==> src/rtl/store_buffer_pkg.sv <==
// Shared types and limits for the committed-store buffer.
// Entry fields are sized for the widest supported configuration; narrower builds zero-extend.
package store_buffer_pkg;

   localparam int SB_MIN_DEPTH  = 2;
   localparam int SB_MAX_DEPTH  = 16;
   localparam int SB_MAX_ADDR_W = 64;
   localparam int SB_MAX_DATA_W = 64;
   localparam int SB_MAX_MASK_W = SB_MAX_DATA_W / 8;

   typedef struct packed {
      logic [SB_MAX_ADDR_W-1:0] addr;
      logic [SB_MAX_DATA_W-1:0] data;
      logic [SB_MAX_MASK_W-1:0] mask;
   } sb_entry_t;

   typedef enum logic {
      RUN   = 1'b0,
      FENCE = 1'b1
   } sb_state_e;

   function automatic bit sb_depth_legal(input int depth);
      return (depth >= SB_MIN_DEPTH) && (depth <= SB_MAX_DEPTH) && ((depth & (depth - 1)) == 0);
   endfunction

endpackage

==> src/rtl/sb_fwd_merge.sv <==
// Per-byte-lane store-to-load forwarding: the youngest matching entry covering a lane supplies it.
// Inputs are age ordered, index 0 oldest; only built into store_buffer when STORE_BUFFER_FWD_EN is defined.
module sb_fwd_merge #(
   parameter int DEPTH  = 4,
   parameter int DATA_W = 32
) (
   input  logic [DEPTH-1:0]    match_i,
   input  logic [DATA_W-1:0]   data_i [DEPTH],
   input  logic [DATA_W/8-1:0] mask_i [DEPTH],
   output logic [DATA_W-1:0]   data_o,
   output logic [DATA_W/8-1:0] mask_o,
   output logic                conflict_o
);

   localparam int MASK_W = DATA_W / 8;

   logic [MASK_W-1:0] covered;

   genvar gi;
   generate
      for (gi = 0; gi < MASK_W; gi++) begin : g_lane
         logic [7:0] lane_data;
         logic       lane_hit;

         // Later (younger) entries overwrite earlier picks as the scan advances.
         always_comb begin
            lane_data = '0;
            lane_hit  = 1'b0;
            for (int a = 0; a < DEPTH; a++) begin
               if (match_i[a] && mask_i[a][gi]) begin
                  lane_hit  = 1'b1;
                  lane_data = data_i[a][gi*8 +: 8];
               end
            end
         end

         assign data_o[gi*8 +: 8] = lane_data;
         assign mask_o[gi]        = lane_hit;
      end
   endgenerate

   always_comb begin
      covered = '0;
      for (int a = 0; a < DEPTH; a++) begin
         if (match_i[a]) begin
            covered = covered | mask_i[a];
         end
      end
   end

   assign conflict_o = |(covered & ~mask_o);

endmodule

==> src/rtl/store_buffer.sv <==
// Committed-store buffer: FIFO of stores draining to data memory, with fence and load lookup.
// Define STORE_BUFFER_FWD_EN to forward matching bytes to loads instead of flagging a conflict.
module store_buffer
   import store_buffer_pkg::*;
#(
   parameter int DEPTH  = 4,
   parameter int ADDR_W = 32,
   parameter int DATA_W = 32
) (
   input  logic                    clk_i,
   input  logic                    reset_i,
   input  logic                    enq_valid_i,
   output logic                    enq_ready_o,
   input  logic [ADDR_W-1:0]       enq_addr_i,
   input  logic [DATA_W-1:0]       enq_data_i,
   input  logic [DATA_W/8-1:0]     enq_mask_i,
   output logic [ADDR_W-1:0]       DMemWAddr_o,
   output logic [DATA_W-1:0]       DMemWData_o,
   output logic [DATA_W/8-1:0]     DMemWMask_o,
   input  logic                    DMemWReady_i,
   input  logic [ADDR_W-1:0]       ld_addr_i,
   output logic [DATA_W-1:0]       ld_data_o,
   output logic [DATA_W/8-1:0]     ld_mask_o,
   output logic                    ld_conflict_o,
   input  logic                    fence_i,
   output logic                    fence_done_o,
   output logic                    empty_o,
   output logic [$clog2(DEPTH):0]  count_o
);

   localparam int MASK_W     = DATA_W / 8;
   localparam int PTR_W      = $clog2(DEPTH);
   localparam int CNT_W      = PTR_W + 1;
   localparam int LANE_SHIFT = $clog2(MASK_W);

   sb_entry_t        entries_q [DEPTH];
   sb_entry_t        enq_entry_d;
   sb_entry_t        head_entry;
   logic [PTR_W-1:0] head_q, head_d;
   logic [PTR_W-1:0] tail_q, tail_d;
   logic [CNT_W-1:0] count_q, count_d;
   sb_state_e        state_q, state_d;
   logic             fence_done_q, fence_done_d;
   logic             enq_fire;
   logic             deq_fire;
   logic             unused_head;

   assign enq_ready_o = reset_i && (count_q < CNT_W'(DEPTH)) && (state_q == RUN);
   assign enq_fire    = enq_valid_i && enq_ready_o;
   assign deq_fire    = DMemWReady_i && (count_q != '0);

   always_comb begin
      enq_entry_d      = '0;
      enq_entry_d.addr = SB_MAX_ADDR_W'(enq_addr_i);
      enq_entry_d.data = SB_MAX_DATA_W'(enq_data_i);
      enq_entry_d.mask = SB_MAX_MASK_W'(enq_mask_i);
   end

   always_comb begin
      head_d  = head_q;
      tail_d  = tail_q;
      count_d = count_q;
      if (deq_fire) begin
         head_d = head_q + PTR_W'(1);
      end
      if (enq_fire) begin
         tail_d = tail_q + PTR_W'(1);
      end
      if (enq_fire && !deq_fire) begin
         count_d = count_q + CNT_W'(1);
      end else if (!enq_fire && deq_fire) begin
         count_d = count_q - CNT_W'(1);
      end
   end

   // A fence completes on the edge where the buffer becomes (or already is) empty.
   always_comb begin
      state_d      = state_q;
      fence_done_d = 1'b0;
      case (state_q)
         RUN: begin
            if (fence_i) begin
               if (count_d == '0) begin
                  fence_done_d = 1'b1;
               end else begin
                  state_d = FENCE;
               end
            end
         end
         FENCE: begin
            if (count_d == '0) begin
               state_d      = RUN;
               fence_done_d = 1'b1;
            end
         end
         default: state_d = RUN;
      endcase
   end

   always_ff @(posedge clk_i) begin
      if (!reset_i) begin
         head_q       <= '0;
         tail_q       <= '0;
         count_q      <= '0;
         state_q      <= RUN;
         fence_done_q <= 1'b0;
      end else begin
         head_q       <= head_d;
         tail_q       <= tail_d;
         count_q      <= count_d;
         state_q      <= state_d;
         fence_done_q <= fence_done_d;
      end
   end

   always_ff @(posedge clk_i) begin
      if (enq_fire) begin
         entries_q[tail_q] <= enq_entry_d;
      end
   end

   assign head_entry  = entries_q[head_q];
   assign unused_head = ^head_entry;

   always_comb begin
      DMemWAddr_o = '0;
      DMemWData_o = '0;
      DMemWMask_o = '0;
      if (count_q != '0) begin
         DMemWAddr_o = head_entry.addr[ADDR_W-1:0];
         DMemWData_o = head_entry.data[DATA_W-1:0];
         DMemWMask_o = head_entry.mask[MASK_W-1:0];
      end
   end

   assign fence_done_o = fence_done_q;
   assign empty_o      = (count_q == '0);
   assign count_o      = count_q;

   // Lookup sees only registered entries: the one retiring this cycle counts, the one arriving does not.
   logic [SB_MAX_ADDR_W-1:0] ld_word;
   logic [PTR_W-1:0]         ord_slot [DEPTH];
   logic [DEPTH-1:0]         ord_match;

   assign ld_word = SB_MAX_ADDR_W'(ld_addr_i) >> LANE_SHIFT;

   genvar gi;
   generate
      for (gi = 0; gi < DEPTH; gi++) begin : g_age
         assign ord_slot[gi]  = head_q + PTR_W'(gi);
         assign ord_match[gi] = (CNT_W'(gi) < count_q) &&
                                ((entries_q[ord_slot[gi]].addr >> LANE_SHIFT) == ld_word);
      end
   endgenerate

`ifdef STORE_BUFFER_FWD_EN
   logic [DATA_W-1:0] ord_data [DEPTH];
   logic [MASK_W-1:0] ord_mask [DEPTH];

   generate
      for (gi = 0; gi < DEPTH; gi++) begin : g_fwd_src
         assign ord_data[gi] = entries_q[ord_slot[gi]].data[DATA_W-1:0];
         assign ord_mask[gi] = entries_q[ord_slot[gi]].mask[MASK_W-1:0];
      end
   endgenerate

   sb_fwd_merge #(
      .DEPTH  (DEPTH),
      .DATA_W (DATA_W)
   ) u_fwd_merge (
      .match_i    (ord_match),
      .data_i     (ord_data),
      .mask_i     (ord_mask),
      .data_o     (ld_data_o),
      .mask_o     (ld_mask_o),
      .conflict_o (ld_conflict_o)
   );
`else
   assign ld_data_o     = '0;
   assign ld_mask_o     = '0;
   assign ld_conflict_o = |ord_match;
`endif

endmodule

==> config.mk <==
export PLATFORM = sky130hd
export DESIGN_NAME = store_buffer
export DESIGN_NICKNAME = d
export VERILOG_FILES = /design/src/rtl/store_buffer_pkg.sv /design/src/rtl/sb_fwd_merge.sv /design/src/rtl/store_buffer.sv
export SDC_FILE = /design/constraint.sdc
export NUM_CORES = 1
export LEC_CHECK = 0
export CAP_MARGIN = 40
export CORE_MARGIN = 2
export CORE_UTILIZATION = 40
export CTS_CLUSTER_SIZE = 40
export DETAILED_ROUTE_END_ITERATION = 8
export GPL_TIMING_DRIVEN = 0
export PLACE_DENSITY = 0.72
export SYNTH_ARGS = -nofsm -noshare
export SYNTH_HDL_FRONTEND = slang
export SYNTH_SLANG_ARGS = --single-unit
export TNS_END_PERCENT = 1
==> constraint.sdc <==
create_clock -name clk_i -period 2.8 [get_ports clk_i]
set_clock_uncertainty 0.15 [all_clocks]
set_input_delay 0.42 -clock clk_i [delete_from_list [all_inputs] [get_ports clk_i]]
set_output_delay 0.42 -clock clk_i [all_outputs]
set_load 0.1 [all_outputs]
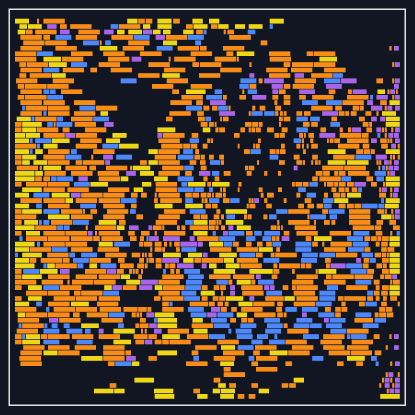
Figure 1: cell sizes after repair.
Drawn at 2 px/µm.
drive 6 and up: shown in yellow, cells 176, most used buf_12. drive 3 to 4: shown in purple, cells 114, most used buf_4. drive 2: shown in blue, cells 220, most used mux4_2. drive 1 or less: shown in orange, cells 787, most used edfxtp_1.

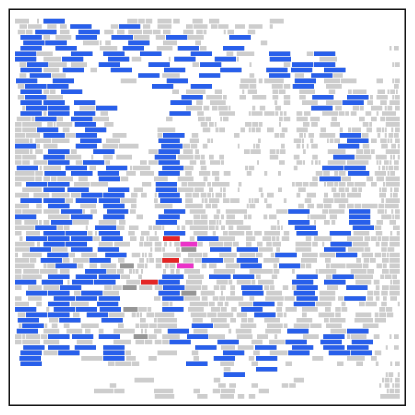
Figure 2: where the registers sit.
Drawn at 2 px/µm.
head_q: shown in magenta, placed flops 2. entries_q: shown in blue, placed flops 272, where widely spread. count_o: shown in red, placed flops 3.
Another 6 sequential cells are not colored.

==> flow_metrics.tcl <==
# collected from the flow reports
set metrics [dict create \
    grt_overflow 0 \
    reg2reg_from "count_o[2]" \
    status "complete, but fails checks" \
    synthAdderAreaFrac 0.00804 \
    place_inst 1698 \
    dieArea_um2 38900 \
    share_comb_of_total_power 0.637 \
    ys_types 59 \
    wl_met3_mm 3.97 \
    place.gp.congestion 0.948 \
    ys_ff 283 \
    htree_levels 1 \
    ys_seq_frac 0.561 \
    placementRows 70 \
    cts_tree "built" \
    crit_arrival_ps 3330 \
    ant_nets 0 \
    vias_per_cell 5.69 \
    syn-cell-area_um2 14900 \
    simple_gate_share 0.0634 \
    reg2regPathDepth 4 \
    xor_share 0.0592 \
    grt_use_total 0.237 \
    period_used_share 1.39 \
    swShare 0.439 \
    postLayoutCellArea_um2 21200 \
    power_density_nw_per_um2 1200 \
    syn_area_per_cell_um2 15.7 \
    finalPower_mw 25.5 \
    clk_latency_ps 590 \
    cts_root_buf "clkbuf_16" \
    edf_count 272 \
    worstSetupPathType "reg -> out" \
    use_met1 0.312 \
    area_delta_synth_final_pct 41.7 \
    die_h_um 197 \
    grt_pass1_wl_mm 67.3 \
    setup_viol 66 \
    final_layout_size_suffix_gt1_frac 0.393 \
    dr.first_iter.drc_count 864 \
    fp_util 0.407 \
    top_cell_area_share 0.547 \
    highest_layer "met5" \
    hold_violations 0 \
    yosys.area.top_type "edfxtp_1" \
    pwr-share-seq 0.202 \
    pre_cts_slack_ps -1600 \
    start_kind "flip-flop" \
    startpoint "head_q[1]" \
    drtPass1Iterations 5 \
    setup_slack_ps -1100 \
    port_buffers 160 \
    rsz0062_at_grt "yes" \
    hpwl_mm 32.5 \
    antenna_found_initial 6 \
    coreArea_um2 36700 \
    fin_setup_tns_ps -25510 \
    path_cells "buf_12, buf_12, buf_4, mux4_2, xnor2_2, nand4_1, nor4_2, nand4_1, nor4_2, a311o_2, buf_12" \
    path_buffers 4 \
    crit_top_cell "buf_12" \
    vdd_drop_max_mv 1.16 \
    ios 216 \
    ys_sh_aoi 0.0438 \
    worstHoldPathType "in -> reg" \
    placed_area_um2 19000 \
    p_leak_nw 7.21 \
    min_to "count_o[1]" \
    crit_end "ld_conflict_o" \
    path_delay_family "simple AND/OR/NAND/NOR gates" \
    grt_max_degree 36 \
    slew_headroom 0.422 \
    die_width_um 197 \
    met1Wirelength_mm 17.9 \
    p_int_mw 14.3 \
    mux_area_frac 0.220 \
    synthCells 953 \
    worst_slew_pin_slew_ps 866 \
    logic_family "multiplexers" \
    reg2reg_to "entries_q[1][57]" \
    ys_cells 953 \
    warnings 37 \
    cts_setup_buffers 13 \
    finalHoldWorstSlack_ps 195 \
    clockBufferDepth 3 \
    layout_top_cell "edfxtp_1" \
    post_cts_resized 446 \
    drv_slew 0 \
    period_needed_ps 3900 \
    fmax_mhz 256 \
    synthTopCellsByArea "edfxtp_1 (55%), mux4_2 (15%), mux2i_1 (4.7%)" \
    switchingPower_mw 11.2 \
    ctsHoldBuffers 0 \
    cts_sinks 283 \
    violations "negative setup slack" \
    drc 0 \
    crit_cells 11 \
    top_cells_by_count "edfxtp_1 (272), mux4_2 (99), xnor2_1 (78)" \
    fin_cells 1768 \
    cap_violations 0 \
    route.met2.wl_mm 22.3 \
    clock_power_share 0.161 \
    crit_fanout 10 \
    yosys_area_um2 14900 \
    critPathRequiredTime_ps 2230 \
    ys_warn_count 0 \
    r2r_setup_slack_ps 580 \
    nFillCells 2778 \
    clkTransAtPathRegs_ps 60 \
    max_stage_delay_ps 390 \
    final_layout_top_logic_cells "edfxtp_1 (272), clkdlybuf4s50_1 (107), mux4_2 (104)" \
    dominantRegCellSynth "edfxtp_1" \
]
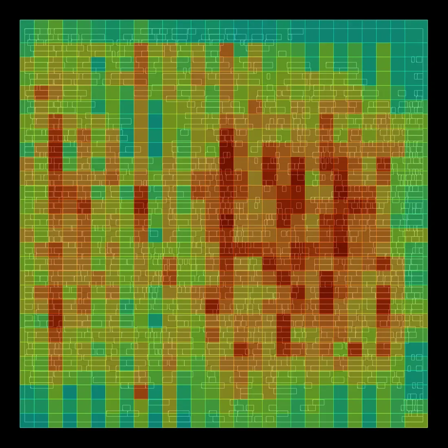
Figure 3: routing congestion map.
global route hottest layer: met2
M3 GR Usage: 0.0500
M2 GR Usage: 0.392
Util after Layout: 0.577
wire per inst: 26.0 µm

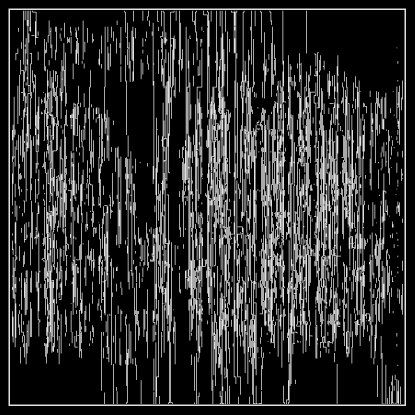
Figure 4: the metal 2 layer.
Drawn at 2 px/µm.
The layer carries 22.3 mm of wire. 1252 nets have wire on it. The wires run mostly vertical. The layer holds 49% of the routed length.
routed wire length: 45.9 mm
total number of vias: 10100

power by group through the flow:
stage	Clock, mW	Sequential [mW]	Combinational [mW]
global placement	0	5.19	12.3
CTS	4.15	5.14	16.1
global route	4.31	5.17	16.8
floorplan	0	5.31	9.08
finish	4.10	5.15	16.3
detailed placement	0	5.20	14.6
area by class of cell:
type                            instances  area (µm²)  area share
Antenna cell                            3        7.51    0.000355
Buffer                                101        1060      0.0501
Clock buffer                           39         785      0.0370
Clock inverter                         16         229      0.0108
Inverter                               12        50.0     0.00236
Multi-Input combinational cell        592        6730       0.318
Sequential cell                       283        8410       0.397
Tap cell                              468         586      0.0277
Timing Repair Buffer                  254        3320       0.157
flip-flops by register name, summed over array words and instances, names as in the netlist, named ones only:
register / flops
state_q: 1
count_o: 3
fence_done_o: 1
entries_q: 272
tail_q: 2
head_q: 2
Power figures rest on the tool's default switching activity, not on a simulated workload.
